<file path="src/rtl/ctrl_pkg.sv">
// Shared types and constants for the 16-bit processor controller.
// Opcode and state enums, ALU select codes and field widths.
package ctrl_pkg;

    localparam int CTRL_IR_W      = 16;
    localparam int CTRL_D_ADDR_W  = 8;
    localparam int CTRL_RF_ADDR_W = 4;
    localparam int CTRL_ALU_SEL_W = 3;
    localparam int CTRL_STATE_W   = 4;

    typedef enum logic [3:0] {
        OP_NOOP  = 4'h0,
        OP_STORE = 4'h1,
        OP_LOAD  = 4'h2,
        OP_ADD   = 4'h3,
        OP_SUB   = 4'h4,
        OP_HALT  = 4'h5
    } opcode_t;

    typedef enum logic [CTRL_STATE_W-1:0] {
        S_INIT   = 4'd0,
        S_FETCH  = 4'd1,
        S_DECODE = 4'd2,
        S_NOOP   = 4'd3,
        S_LOAD_A = 4'd4,
        S_LOAD_B = 4'd5,
        S_STORE  = 4'd6,
        S_ADD    = 4'd7,
        S_SUB    = 4'd8,
        S_HALT   = 4'd9
    } state_t;

    localparam logic [CTRL_ALU_SEL_W-1:0] ALU_PASS = 3'd0;
    localparam logic [CTRL_ALU_SEL_W-1:0] ALU_ADD  = 3'd1;
    localparam logic [CTRL_ALU_SEL_W-1:0] ALU_SUB  = 3'd2;

    function automatic logic [3:0] ir_opcode(
        input logic [CTRL_IR_W-1:0] ir
    );
        return ir[15:12];
    endfunction

endpackage

</file>
<file path="src/rtl/control_fsm_if.sv">
// Controller <-> datapath bundle: instruction word in, control strobes out.
// master is the controller side, slave the datapath side.
interface control_fsm_if #(
    parameter int D_ADDR_W  = 8,
    parameter int RF_ADDR_W = 4,
    parameter int ALU_SEL_W = 3
);

    logic [15:0]          IR;
    logic                 PC_Clr;
    logic                 IR_Ld;
    logic                 PC_Up;
    logic [D_ADDR_W-1:0]  D_Addr;
    logic                 D_Wr;
    logic                 RF_s;
    logic [RF_ADDR_W-1:0] RF_W_Addr;
    logic                 RF_W_en;
    logic [RF_ADDR_W-1:0] RF_Ra_Addr;
    logic [RF_ADDR_W-1:0] RF_Rb_Addr;
    logic [ALU_SEL_W-1:0] ALU_s0;
    logic [3:0]           OutState;

    modport master (
        input  IR,
        output PC_Clr,
        output IR_Ld,
        output PC_Up,
        output D_Addr,
        output D_Wr,
        output RF_s,
        output RF_W_Addr,
        output RF_W_en,
        output RF_Ra_Addr,
        output RF_Rb_Addr,
        output ALU_s0,
        output OutState
    );

    modport slave (
        output IR,
        input  PC_Clr,
        input  IR_Ld,
        input  PC_Up,
        input  D_Addr,
        input  D_Wr,
        input  RF_s,
        input  RF_W_Addr,
        input  RF_W_en,
        input  RF_Ra_Addr,
        input  RF_Rb_Addr,
        input  ALU_s0,
        input  OutState
    );

endinterface

</file>
<file path="src/rtl/control_decode.sv">
// Combinational Moore decoder: current state + instruction fields -> controls.
// Only IR[11:0] is needed here; the opcode is consumed by the next-state logic.
module control_decode
    import ctrl_pkg::*;
#(
    parameter int D_ADDR_W  = CTRL_D_ADDR_W,
    parameter int RF_ADDR_W = CTRL_RF_ADDR_W,
    parameter int ALU_SEL_W = CTRL_ALU_SEL_W
) (
    input  state_t               state,
    input  logic [11:0]          fld,
    output logic                 pc_clr,
    output logic                 ir_ld,
    output logic                 pc_up,
    output logic [D_ADDR_W-1:0]  d_addr,
    output logic                 d_wr,
    output logic                 rf_s,
    output logic [RF_ADDR_W-1:0] rf_w_addr,
    output logic                 rf_w_en,
    output logic [RF_ADDR_W-1:0] rf_ra_addr,
    output logic [RF_ADDR_W-1:0] rf_rb_addr,
    output logic [ALU_SEL_W-1:0] alu_sel
);

    logic [D_ADDR_W-1:0]  mem_addr;
    logic [RF_ADDR_W-1:0] f_ra;
    logic [RF_ADDR_W-1:0] f_rb;
    logic [RF_ADDR_W-1:0] f_rd;

    assign mem_addr = D_ADDR_W'(fld[11:4]);
    assign f_ra     = RF_ADDR_W'(fld[11:8]);
    assign f_rb     = RF_ADDR_W'(fld[7:4]);
    assign f_rd     = RF_ADDR_W'(fld[3:0]);

    always_comb begin
        pc_clr     = 1'b0;
        ir_ld      = 1'b0;
        pc_up      = 1'b0;
        d_addr     = '0;
        d_wr       = 1'b0;
        rf_s       = 1'b0;
        rf_w_addr  = '0;
        rf_w_en    = 1'b0;
        rf_ra_addr = '0;
        rf_rb_addr = '0;
        alu_sel    = ALU_SEL_W'(ALU_PASS);

        unique case (state)
            S_INIT: begin
                pc_clr = 1'b1;
            end
            S_FETCH: begin
                ir_ld = 1'b1;
                pc_up = 1'b1;
            end
            S_LOAD_A: begin
                d_addr    = mem_addr;
                rf_s      = 1'b1;
                rf_w_addr = f_rd;
            end
            S_LOAD_B: begin
                // Memory data is valid now, one cycle after the address.
                d_addr    = mem_addr;
                rf_s      = 1'b1;
                rf_w_addr = f_rd;
                rf_w_en   = 1'b1;
            end
            S_STORE: begin
                d_addr     = mem_addr;
                rf_ra_addr = f_rd;
                d_wr       = 1'b1;
            end
            S_ADD: begin
                rf_ra_addr = f_ra;
                rf_rb_addr = f_rb;
                rf_w_addr  = f_rd;
                rf_w_en    = 1'b1;
                alu_sel    = ALU_SEL_W'(ALU_ADD);
            end
            S_SUB: begin
                rf_ra_addr = f_ra;
                rf_rb_addr = f_rb;
                rf_w_addr  = f_rd;
                rf_w_en    = 1'b1;
                alu_sel    = ALU_SEL_W'(ALU_SUB);
            end
            S_DECODE,
            S_NOOP,
            S_HALT: begin
            end
            default: begin
            end
        endcase
    end

endmodule

</file>
<file path="src/rtl/control_fsm.sv">
// Fetch/decode/execute sequencer for the 16-bit processor.
// Define CTRL_ILLEGAL_OP_TRAP_EN to halt on illegal opcodes instead of skipping them.
module control_fsm
    import ctrl_pkg::*;
#(
    parameter int D_ADDR_W  = CTRL_D_ADDR_W,
    parameter int RF_ADDR_W = CTRL_RF_ADDR_W,
    parameter int ALU_SEL_W = CTRL_ALU_SEL_W
) (
    input  logic          Clk,
    input  logic          Reset,
    control_fsm_if.master bus
);

    state_t     state;
    state_t     state_nx;
    logic [3:0] opcode;

    assign opcode = ir_opcode(bus.IR);

    always_ff @(posedge Clk or posedge Reset) begin
        if (Reset) begin
            state <= S_INIT;
        end else begin
            state <= state_nx;
        end
    end

    always_comb begin
        state_nx = S_INIT;
        unique case (state)
            S_INIT:   state_nx = S_FETCH;
            S_FETCH:  state_nx = S_DECODE;
            S_DECODE: begin
                case (opcode)
                    OP_NOOP:  state_nx = S_NOOP;
                    OP_STORE: state_nx = S_STORE;
                    OP_LOAD:  state_nx = S_LOAD_A;
                    OP_ADD:   state_nx = S_ADD;
                    OP_SUB:   state_nx = S_SUB;
                    OP_HALT:  state_nx = S_HALT;
`ifdef CTRL_ILLEGAL_OP_TRAP_EN
                    default:  state_nx = S_HALT;
`else
                    default:  state_nx = S_NOOP;
`endif
                endcase
            end
            S_NOOP:   state_nx = S_FETCH;
            S_LOAD_A: state_nx = S_LOAD_B;
            S_LOAD_B: state_nx = S_FETCH;
            S_STORE:  state_nx = S_FETCH;
            S_ADD:    state_nx = S_FETCH;
            S_SUB:    state_nx = S_FETCH;
            S_HALT:   state_nx = S_HALT;
            // Corrupted encodings fall back to a clean restart.
            default:  state_nx = S_INIT;
        endcase
    end

    control_decode #(
        .D_ADDR_W  (D_ADDR_W),
        .RF_ADDR_W (RF_ADDR_W),
        .ALU_SEL_W (ALU_SEL_W)
    ) u_decode (
        .state      (state),
        .fld        (bus.IR[11:0]),
        .pc_clr     (bus.PC_Clr),
        .ir_ld      (bus.IR_Ld),
        .pc_up      (bus.PC_Up),
        .d_addr     (bus.D_Addr),
        .d_wr       (bus.D_Wr),
        .rf_s       (bus.RF_s),
        .rf_w_addr  (bus.RF_W_Addr),
        .rf_w_en    (bus.RF_W_en),
        .rf_ra_addr (bus.RF_Ra_Addr),
        .rf_rb_addr (bus.RF_Rb_Addr),
        .alu_sel    (bus.ALU_s0)
    );

    assign bus.OutState = state;

endmodule

</file>
<file path="src/flat_wrapper.sv">
// flat-port wrapper written by rule: the top's interface ports become plain ports
module control_fsm_flat import ctrl_pkg::*;
#(
    parameter int D_ADDR_W  = CTRL_D_ADDR_W,
    parameter int RF_ADDR_W = CTRL_RF_ADDR_W,
    parameter int ALU_SEL_W = CTRL_ALU_SEL_W
)
  (Clk, Reset, bus_IR, bus_PC_Clr, bus_IR_Ld, bus_PC_Up, bus_D_Addr, bus_D_Wr, bus_RF_s, bus_RF_W_Addr, bus_RF_W_en, bus_RF_Ra_Addr, bus_RF_Rb_Addr, bus_ALU_s0, bus_OutState);
  control_fsm_if #(.D_ADDR_W(D_ADDR_W), .RF_ADDR_W(RF_ADDR_W), .ALU_SEL_W(ALU_SEL_W)) bus_i ();
  input  logic Clk;
  input  logic Reset;
  input wire logic [$bits(bus_i.IR)-1:0] bus_IR;
  output wire logic [$bits(bus_i.PC_Clr)-1:0] bus_PC_Clr;
  output wire logic [$bits(bus_i.IR_Ld)-1:0] bus_IR_Ld;
  output wire logic [$bits(bus_i.PC_Up)-1:0] bus_PC_Up;
  output wire logic [$bits(bus_i.D_Addr)-1:0] bus_D_Addr;
  output wire logic [$bits(bus_i.D_Wr)-1:0] bus_D_Wr;
  output wire logic [$bits(bus_i.RF_s)-1:0] bus_RF_s;
  output wire logic [$bits(bus_i.RF_W_Addr)-1:0] bus_RF_W_Addr;
  output wire logic [$bits(bus_i.RF_W_en)-1:0] bus_RF_W_en;
  output wire logic [$bits(bus_i.RF_Ra_Addr)-1:0] bus_RF_Ra_Addr;
  output wire logic [$bits(bus_i.RF_Rb_Addr)-1:0] bus_RF_Rb_Addr;
  output wire logic [$bits(bus_i.ALU_s0)-1:0] bus_ALU_s0;
  output wire logic [$bits(bus_i.OutState)-1:0] bus_OutState;
  assign bus_i.IR = bus_IR;
  assign bus_PC_Clr = bus_i.PC_Clr;
  assign bus_IR_Ld = bus_i.IR_Ld;
  assign bus_PC_Up = bus_i.PC_Up;
  assign bus_D_Addr = bus_i.D_Addr;
  assign bus_D_Wr = bus_i.D_Wr;
  assign bus_RF_s = bus_i.RF_s;
  assign bus_RF_W_Addr = bus_i.RF_W_Addr;
  assign bus_RF_W_en = bus_i.RF_W_en;
  assign bus_RF_Ra_Addr = bus_i.RF_Ra_Addr;
  assign bus_RF_Rb_Addr = bus_i.RF_Rb_Addr;
  assign bus_ALU_s0 = bus_i.ALU_s0;
  assign bus_OutState = bus_i.OutState;
  control_fsm #(.D_ADDR_W(D_ADDR_W), .RF_ADDR_W(RF_ADDR_W), .ALU_SEL_W(ALU_SEL_W)) u_core (.Clk(Clk), .Reset(Reset), .bus(bus_i));
endmodule
</file>
<file path="config.mk">
export PLATFORM = sky130hd
export DESIGN_NAME = control_fsm_flat
export DESIGN_NICKNAME = d
export VERILOG_FILES = /design/src/rtl/ctrl_pkg.sv /design/src/rtl/control_fsm_if.sv /design/src/rtl/control_decode.sv /design/src/rtl/control_fsm.sv /design/src/flat_wrapper.sv
export SDC_FILE = /design/constraint.sdc
export NUM_CORES = 1
export LEC_CHECK = 0
export CAP_MARGIN = 10
export CORE_MARGIN = 1.5
export CORE_UTILIZATION = 29
export CTS_CLUSTER_SIZE = 8
export DETAILED_ROUTE_END_ITERATION = 8
export GPL_ROUTABILITY_DRIVEN = 0
export PLACE_DENSITY = 0.82
export SLEW_MARGIN = 25
export SYNTH_ARGS = -nofsm -noshare
export SYNTH_HDL_FRONTEND = slang
export SYNTH_SLANG_ARGS = --single-unit
</file>
<file path="constraint.sdc">
create_clock -name Clk -period 1.79 [get_ports Clk]
set_clock_uncertainty 0.15 [all_clocks]
set_input_delay 0.179 -clock Clk [delete_from_list [all_inputs] [get_ports Clk]]
set_output_delay 0.179 -clock Clk [all_outputs]
set_load 0.01 [all_outputs]
</file>
Fig. 1: placement density heat map
The die is cut into 9 by 9 equal tiles; black is low, pale yellow is high, 0 to 100% covered.
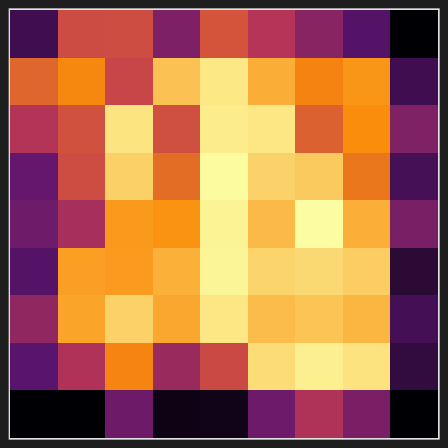
nearly empty tiles: 4.9%
fullest tile: 100%
tiles over 75% full: 43%

Fig. 2: signal wires by layer
The bar under the picture is 10 um long. Two of the layers only.
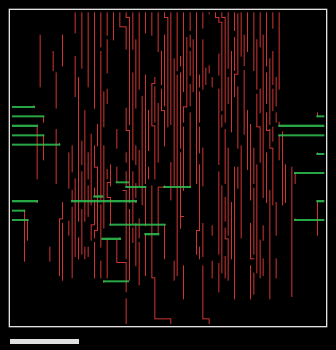
[red] met2 | wire length: 1410 um
[green] met3 | wire length: 86.3 um

Fig. 3: congestion heat map
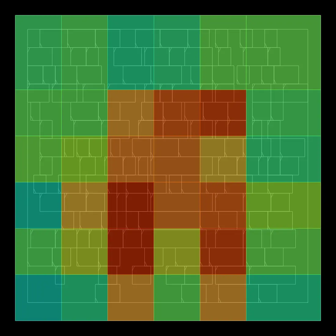
met2 global-route usage: 0.4000
DR WL/cell: 14.50 um

Fig. 4: placed cells, one color a class
The bar under the picture is 10 um long. Fill, decap, tap and diode cells in gray.
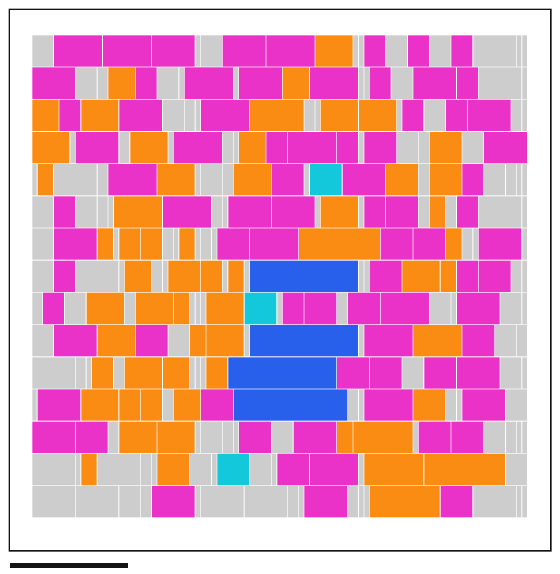
[orange] all other logic | cells: 58
[cyan] cells driving clock nets | cells: 3
[magenta] other buffers and delay cells | cells: 79
[blue] flip-flops | cells: 4

Fig. 5: pin placement
The bar under the picture is 10 um long. Pins as bars across the die edge, other pins in gray.
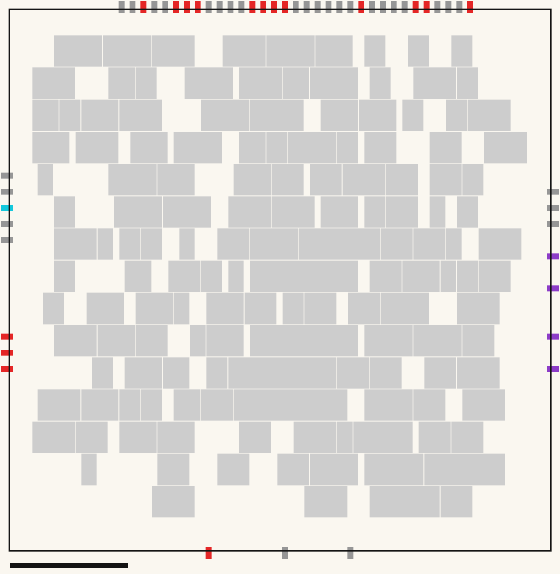
[cyan] bus_IR_Ld | pins: 1 | direction: output | edge: left
[red] bus_IR | pins: 16 | direction: input | edge: 12 top, 3 left, 1 bottom
[purple] bus_OutState | pins: 4 | direction: output | edge: right

==> qor.yml <==
status: "finished, violations left"
violations: "negative setup slack"
wl_met1_um: 930
routed_wl_um: 2450
period_minus_slack_ns: 2.031
r2r_end: "u_core.bus.OutState[0]"
start_kind: "flip-flop"
synthTopCellsByArea: "dfrtp_1, and2_1, a21boi_0, a22o_1, o21ai_0"
final_nets: 164
grt_pass1_wl_um: 3229
holdPathEnd: "u_core.bus.OutState[1]"
cts_root_buf: "clkbuf_4"
top_power_group: "combinational cells"
diodes: 0
ys_cells: 68
dp_hpwl_um: 1539
p_sw_uw: 427.4
firstDrtPassIters: 4
grt_use_total: 0.2221
cap_violations: 0
largest_reg_flops: 4
yosys.area_share.simple: 0.3872
yosys_area_um2: 526.8
synth_cell_types: 33
cp-end-kind: "output pin"
met1_usage: 0.2638
ff_type: "dfrtp_1"
core_um2: 1708
top_cell_area_share: 0.1900
fin_util: 0.7392
seq_area_frac_synth: 0.1900
largestClassByArea: "non-clock buffers"
cts.clk_slew.worst_paths_ns: 0.04
rows: 15
whs_ns: 0.5074
synthAdderAreaFrac: 0
ys_async_sr_fraction: 1.000
cp-endpoint: "bus_RF_Ra_Addr[2]"
ys_sh_xor: 0.01663
hold_violations: 0
post-route-cell-area_um2: 1262
p_leak_uw: 0.0006220
fp_util: 0.3084
h-tree-depth: 1
sh_seq_area: 0.08028
grt_pass1_vias: 714
fin_cells: 169
syn_avg_cell_area_um2: 7.746
grt.busiest_layer: "met2"
clockBufferCount: 3
grt_antenna_before_repair: 0
worstPathRequired_ns: 1.46
numSynthFlops: 4
hold_depth: 2
crit_path_start: "u_core.bus.OutState[0]"
cpPeakStageDelay_ns: 0.56
r2r_slack_ns: 0.33
layout_top_cells: "buf_4, clkdlybuf4s50_1, buf_6, buf_2, and2_4"
die-area_um2: 2081
pg_seq_uw: 144
crit_arrival_ns: 1.70
ys_top_cells_by_count: "and2_1, a21boi_0, nor2_1"
clk_share: 0.01784
layout.cells.most_common: "buf_4"
bufAreaShareNonClock: 0.5223
cp.depth: 5
grt_setup_unrepaired: "true"
edf_count: 0
netSwitchingFraction: 0.4045
syn_area_um2: 526.8
wl_met3_um: 86
cts_resized: 108
yosysWarnings: 0
use_met3: 0.02381
worstRegToRegCells: 5
portBuffers: 49
die_w_um: 45.62
ant_nets: 0
clockBufferDepth: 2
path_class: "flip-flop to output pin"
vias: 818
yosysMostFrequentCell: "and2_1"
register_area_um2: 101.3
mux_area_frac: 0
place_ws_ns: -0.3119
worstHoldPathType: "flip-flop to flip-flop"
grt_remaining_overflow: 0
ys_sh_aoi: 0.2945
setup_viol: 14
grt_start_max_net_pins: 13
logic_area_um2: 432.9
viasPerCell: 4.840
p_comb_frac: 0.754
synthCells: 68
inv_count: 4
path_buffers: 2
cts_setup_buffers: 10
drc: 0
power.internal_uw: 629.1
clock_power_uw: 116
drive_gt1_frac: 0.5556
yosys.area.top_type: "dfrtp_1"
tool_warnings: 28
power_frac_seq: 0.137
period_used_share: 1.135
seq_cell_count: 4
ioPinCount: 51
irDropWorstVdd_mv: 0.6845
placed_area_um2: 1106
n_fill_cell: 130
clkSinkCount: 4
areaGrowthSynthToFinish_pct: 139.7
powerComb_uw: 797
critical_path.top_delay_family: "simple AND/OR/NAND/NOR gates"
numCtsBuffers: 3
p_per_area_nw_per_um2: 836.8
setup_ws_ns: -0.2408
cts_tree: "yes"
die_h_um: 45.62
fp_nets: 86
fmax_mhz: 492.4
r2r-start: "u_core.bus.OutState[2]"
placedCellCount: 149
dr_wl_met2_um: 1413
clock_latency_ns: 0.24
cp_max_fo: 4
